pdn.png
Pins as bars on the die edge. Tap cells in gray.
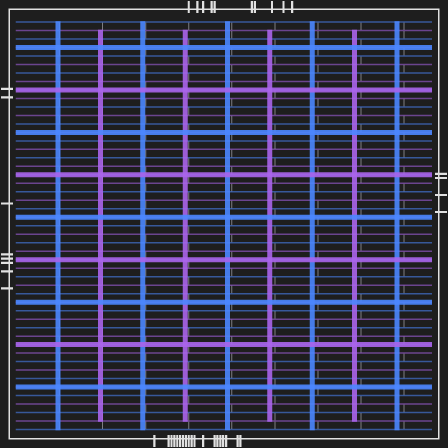
final_clocks.png
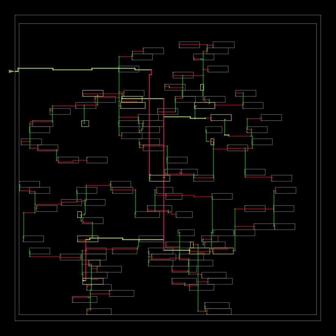
gate_families.png
Bar = 50 um.
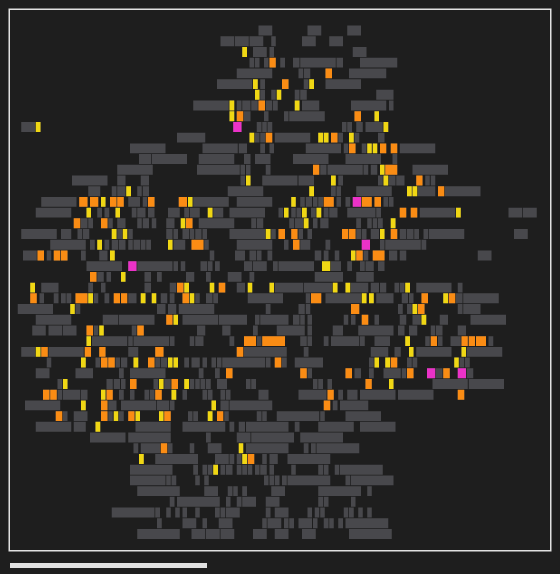
cell_classes.png
Bar = 50 um.
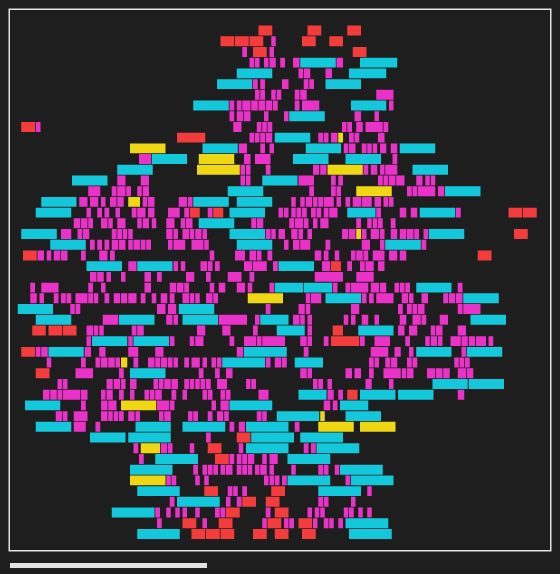
==> src/rtl/sccb_cfg_if.sv <==
// Register-table and SCCB pad bundle between the configuration sequencer and
// its environment (table ROM, open-drain pad drivers, host control).
interface sccb_cfg_if;
  logic        start;
  logic        busy;
  logic        done;
  logic        nack_err;
  logic [7:0]  tbl_idx;
  logic [23:0] tbl_data;
  logic        scl_oe;
  logic        sda_oe;
  logic        sda_i;

  modport master (
    input  start, tbl_data, sda_i,
    output busy, done, nack_err, tbl_idx, scl_oe, sda_oe
  );

  modport slave (
    output start, tbl_data, sda_i,
    input  busy, done, nack_err, tbl_idx, scl_oe, sda_oe
  );
endinterface

==> src/rtl/sccb_cfg_ctrl.sv <==
// Camera register-configuration sequencer: walks a register table and issues
// one SCCB 3-phase write per entry, with in-table ms delays and an end marker.
module sccb_cfg_ctrl #(
  parameter int         CLK_DIV  = 250,
  parameter logic [7:0] DEV_ADDR = 8'h78,
  parameter int         MS_TICKS = 100000
) (
  input  logic       clk,
  input  logic       rst,
  sccb_cfg_if.master bus
);

  localparam logic [3:0] S_IDLE   = 4'd0;
  localparam logic [3:0] S_FETCH  = 4'd1;
  localparam logic [3:0] S_DECODE = 4'd2;
  localparam logic [3:0] S_START  = 4'd3;
  localparam logic [3:0] S_BYTE   = 4'd4;
  localparam logic [3:0] S_STOP   = 4'd5;
  localparam logic [3:0] S_GAP    = 4'd6;
  localparam logic [3:0] S_DELAY  = 4'd7;
  localparam logic [3:0] S_DONE   = 4'd8;

  localparam int               TICK_W = $clog2(MS_TICKS + 1);
  localparam logic [9:0]       QLAST  = 10'(CLK_DIV - 1);
  localparam logic [TICK_W-1:0] TLAST = TICK_W'(MS_TICKS - 1);

  logic [3:0]        state;
  logic [9:0]        qcnt;
  logic [1:0]        phase;
  logic [3:0]        bit_idx;
  logic [1:0]        byte_idx;
  logic              fetch_cnt;
  logic [7:0]        ms_left;
  logic [TICK_W-1:0] tick_cnt;
  logic [31:0]       frame;
  logic              sda_p0, sda_p1;

  logic        q_end, bit_end, tick_last, on_bus;
  logic        entry_done, end_hit, finish;
  logic [15:0] reg_addr;
  logic [7:0]  reg_data;

  assign reg_addr  = bus.tbl_data[23:8];
  assign reg_data  = bus.tbl_data[7:0];
  assign q_end     = (qcnt == QLAST);
  assign bit_end   = q_end && (phase == 2'd3);
  assign tick_last = (tick_cnt == TLAST);
  assign on_bus    = (state == S_START) || (state == S_BYTE) ||
                     (state == S_STOP)  || (state == S_GAP);

  always_comb begin
    entry_done = 1'b0;
    end_hit    = 1'b0;
    case (state)
      S_DECODE: begin
        end_hit    = (bus.tbl_data == 24'hFFFFFF);
        entry_done = !end_hit && (reg_addr == 16'hFFFE) && (reg_data == 8'd0);
      end
      S_GAP:   entry_done = bit_end;
      S_DELAY: entry_done = tick_last && (ms_left == 8'd1);
      default: ;
    endcase
  end

  assign finish = end_hit || (entry_done && (bus.tbl_idx == 8'hFF));

  // Outgoing frame: ID byte then the table entry, shifted out MSB-first
  always_ff @(posedge clk) begin
    if (state == S_DECODE)
      frame <= {DEV_ADDR, bus.tbl_data};
    else if (state == S_BYTE && bit_end && bit_idx < 4'd8)
      frame <= {frame[30:0], 1'b0};
  end

  always_ff @(posedge clk or posedge rst) begin
    if (rst) begin
      state        <= S_IDLE;
      bus.busy     <= 1'b0;
      bus.done     <= 1'b0;
      bus.nack_err <= 1'b0;
      bus.tbl_idx  <= 8'd0;
      bus.scl_oe   <= 1'b0;
      bus.sda_oe   <= 1'b0;
      qcnt         <= 10'd0;
      phase        <= 2'd0;
      bit_idx      <= 4'd0;
      byte_idx     <= 2'd0;
      fetch_cnt    <= 1'b0;
      ms_left      <= 8'd0;
      tick_cnt     <= '0;
      sda_p0       <= 1'b1;
      sda_p1       <= 1'b1;
    end else begin
      sda_p0   <= bus.sda_i;
      sda_p1   <= sda_p0;
      bus.done <= 1'b0;

      if (on_bus) begin
        if (q_end) begin
          qcnt  <= 10'd0;
          phase <= phase + 2'd1;
        end else begin
          qcnt <= qcnt + 10'd1;
        end
      end

      case (state)
        S_IDLE: if (bus.start) begin
          state        <= S_FETCH;
          bus.tbl_idx  <= 8'd0;
          bus.busy     <= 1'b1;
          bus.nack_err <= 1'b0;
          fetch_cnt    <= 1'b0;
        end
        S_FETCH: begin
          fetch_cnt <= 1'b1;
          if (fetch_cnt) state <= S_DECODE;
        end
        S_DECODE: begin
          qcnt  <= 10'd0;
          phase <= 2'd0;
          if (!end_hit) begin
            if (reg_addr == 16'hFFFE) begin
              if (reg_data != 8'd0) begin
                state    <= S_DELAY;
                ms_left  <= reg_data;
                tick_cnt <= '0;
              end
            end else begin
              state <= S_START;
            end
          end
        end
        // Bus idle-high, SDA falls at Q2 with SCL released
        S_START: begin
          if (q_end && phase == 2'd1) bus.sda_oe <= 1'b1;
          if (bit_end) begin
            state       <= S_BYTE;
            bit_idx     <= 4'd0;
            byte_idx    <= 2'd0;
            bus.scl_oe  <= 1'b1;
            bus.sda_oe  <= ~frame[31];
          end
        end
        S_BYTE: begin
          if (q_end && phase == 2'd1) bus.scl_oe <= 1'b0;
          if (q_end && phase == 2'd2 && bit_idx == 4'd8 && sda_p1)
            bus.nack_err <= 1'b1;
          if (bit_end) begin
            bus.scl_oe <= 1'b1;
            if (bit_idx < 4'd7) begin
              bit_idx    <= bit_idx + 4'd1;
              bus.sda_oe <= ~frame[30];
            end else if (bit_idx == 4'd7) begin
              bit_idx    <= 4'd8;
              bus.sda_oe <= 1'b0;
            end else if (byte_idx == 2'd3) begin
              state      <= S_STOP;
              bus.sda_oe <= 1'b1;
            end else begin
              byte_idx   <= byte_idx + 2'd1;
              bit_idx    <= 4'd0;
              bus.sda_oe <= ~frame[31];
            end
          end
        end
        S_STOP: begin
          if (q_end && phase == 2'd1) bus.scl_oe <= 1'b0;
          if (q_end && phase == 2'd2) bus.sda_oe <= 1'b0;
          if (bit_end) state <= S_GAP;
        end
        S_GAP: ;
        S_DELAY: begin
          if (tick_last) begin
            tick_cnt <= '0;
            ms_left  <= ms_left - 8'd1;
          end else begin
            tick_cnt <= tick_cnt + TICK_W'(1);
          end
        end
        S_DONE: state <= S_IDLE;
        default: state <= S_IDLE;
      endcase

      // Entry retirement overrides the per-state next-state choice above
      if (finish) begin
        state    <= S_DONE;
        bus.done <= 1'b1;
        bus.busy <= 1'b0;
      end else if (entry_done) begin
        state       <= S_FETCH;
        fetch_cnt   <= 1'b0;
        bus.tbl_idx <= bus.tbl_idx + 8'd1;
      end
    end
  end

endmodule

==> src/flat_wrapper.sv <==
// flat-port wrapper written by rule: the top's interface ports become plain ports
module sccb_cfg_ctrl_flat 
#(
  parameter int         CLK_DIV  = 250,
  parameter logic [7:0] DEV_ADDR = 8'h78,
  parameter int         MS_TICKS = 100000
)
  (clk, rst, bus_start, bus_tbl_data, bus_sda_i, bus_busy, bus_done, bus_nack_err, bus_tbl_idx, bus_scl_oe, bus_sda_oe);
  sccb_cfg_if bus_i ();
  input  logic clk;
  input  logic rst;
  input wire logic [$bits(bus_i.start)-1:0] bus_start;
  input wire logic [$bits(bus_i.tbl_data)-1:0] bus_tbl_data;
  input wire logic [$bits(bus_i.sda_i)-1:0] bus_sda_i;
  output wire logic [$bits(bus_i.busy)-1:0] bus_busy;
  output wire logic [$bits(bus_i.done)-1:0] bus_done;
  output wire logic [$bits(bus_i.nack_err)-1:0] bus_nack_err;
  output wire logic [$bits(bus_i.tbl_idx)-1:0] bus_tbl_idx;
  output wire logic [$bits(bus_i.scl_oe)-1:0] bus_scl_oe;
  output wire logic [$bits(bus_i.sda_oe)-1:0] bus_sda_oe;
  assign bus_i.start = bus_start;
  assign bus_i.tbl_data = bus_tbl_data;
  assign bus_i.sda_i = bus_sda_i;
  assign bus_busy = bus_i.busy;
  assign bus_done = bus_i.done;
  assign bus_nack_err = bus_i.nack_err;
  assign bus_tbl_idx = bus_i.tbl_idx;
  assign bus_scl_oe = bus_i.scl_oe;
  assign bus_sda_oe = bus_i.sda_oe;
  sccb_cfg_ctrl #(.CLK_DIV(CLK_DIV), .DEV_ADDR(DEV_ADDR), .MS_TICKS(MS_TICKS)) u_core (.clk(clk), .rst(rst), .bus(bus_i));
endmodule
==> config.mk <==
export PLATFORM = sky130hd
export DESIGN_NAME = sccb_cfg_ctrl_flat
export DESIGN_NICKNAME = d
export VERILOG_FILES = /design/src/rtl/sccb_cfg_if.sv /design/src/rtl/sccb_cfg_ctrl.sv /design/src/flat_wrapper.sv
export SDC_FILE = /design/constraint.sdc
export NUM_CORES = 1
export LEC_CHECK = 0
export ABC_AREA = 1
export CAP_MARGIN = 5
export CORE_MARGIN = 1.5
export CORE_UTILIZATION = 30
export DETAILED_ROUTE_END_ITERATION = 7
export SYNTH_ARGS = -nofsm -noshare
export SYNTH_HDL_FRONTEND = slang
export SYNTH_SLANG_ARGS = --single-unit
==> constraint.sdc <==
create_clock -name clk -period 2.8 [get_ports clk]
set_input_delay 0.42 -clock clk [delete_from_list [all_inputs] [get_ports clk]]
set_output_delay 0.42 -clock clk [all_outputs]
set_load 0.03 [all_outputs]
==> GITHUB_STEP_SUMMARY <==
### Flow metrics

| Metric | Value |
|---|---|
| WHS | 0.358 ns |
| Pwr Total | 5.62 mW |
| Fraction of registers with async set/reset | 66.3% |
| DP Area | 0.00610 mm^2 |
| CP bufs+invs | 1 |
| Fin crit period | 2.09 ns |
| Most common cell in the synthesized netlist | nand2_1 |
| CTS Hold Buffers Added | 0 |
| Most frequent cells in the layout | nand2_1 (203), inv_1 (83), nor2_1 (76), dfrtp_1 (61), nand3_1 (46) |
| Worst setup margin | 0.707 ns |
| Gr usage total | 14.3% |
| Number of cells on the critical path | 9 |
| Finished Cell Area | 0.00639 mm^2 |
| CP endpoint | u_core.tick_cnt[14] |
| Hold Crit Start | u_core.sda_p0 |
| Status | complete, no violations |
| Setup TNS | 0 ns |
| Final Setup Violations | 0 |
| Share of cells above drive strength 1 | 7.83% |
| Worst R2R Path Depth | 9 |
| Area growth syn-to-layout | 18.4% |
| Nets | 801 |
| Slew Viols, Final | 0 |
| Root buf cell | clkbuf_16 |
| Utilization after layout | 36.7% |
| Tool warning count | 31 |
| Clk pwr share | 22.1% |
| Max incr delay on CP | 0.48 ns |
| Max FO, Critical Path | 19 |
| RSZ-0062 raised after global routing | no |
| Hold WC Path Type | reg -> reg |
| Drt pass-1 iters | 4 |
| Setup crit start | bus_tbl_data[17] |
| Cell Area, Synth | 0.00540 mm^2 |
| Clock-pin slew on the worst setup and hold paths | 0.06 ns |
| Clock tree buffer depth | 2 |
| Cell taking the most area after synthesis | dfrtp_1 |
| GPL Wtd Cong | 0.856 |
| Mux share | 0.185% |
| IO Pins | 41 |
| Synth Instances | 714 |
| Post-CTS resize count | 0 |
| Simple Share, Synth | 32.2% |
| Drt wl/cell | 12.6 um |
## Picture notes: pdn.png
- blue: VSS
- purple: VDD
- met1 rails: 49
- signal pins: 41
- met4 straps: 9

## Picture notes: final_clocks.png
seq_cells: 95
clk_skew: 0.0129 ns
Clk power: 1.24 mW
Num Clock Sinks: 95

## Picture notes: gate_families.png
- magenta: AND and OR gates (cells 6; most used and3_1)
- yellow: inverters (cells 97; most used inv_1)
- orange: inverting AOI/OAI gates (cells 97; most used o21ai_0)

## Picture notes: cell_classes.png
- red: other buffers and delay cells (cells 47)
- yellow: clock drivers and dummy loads (cells 16)
- cyan: flip-flops (cells 95)
- magenta: all other logic (cells 608)

-- flip-flops by register name, summed over array words and instances, names as in the netlist, 2 cells and up --
signal / flops
u_core.bit_idx: 4
u_core.ms_left: 8
u_core.bus.tbl_idx: 8
u_core.qcnt: 10
u_core.phase: 2
u_core.tick_cnt: 17
u_core.frame: 32
u_core.byte_idx: 2
u_core.state: 4
-- per-layer routing --
metal,vias up,track usage (%),wire length [um]
li1,2421,-,-
met1,2157,19.3,6220
met2,55,23.3,5730
met3,15,2.74,372
met4,0,4.15,206
met5,-,0,0
-- area by class of cell --
cell class	count	area (um^2)	share of cell area, %
multi-input combinational	511	2510	39.3
timing repair buffer	47	478	7.48
clock inverter	3	43.8	0.685
sequential	95	2460	38.5
inverter	97	367	5.73
clock buffer	13	250	3.91
tap	225	282	4.40
No activity file was given, so power comes from the tool's default toggle rates.
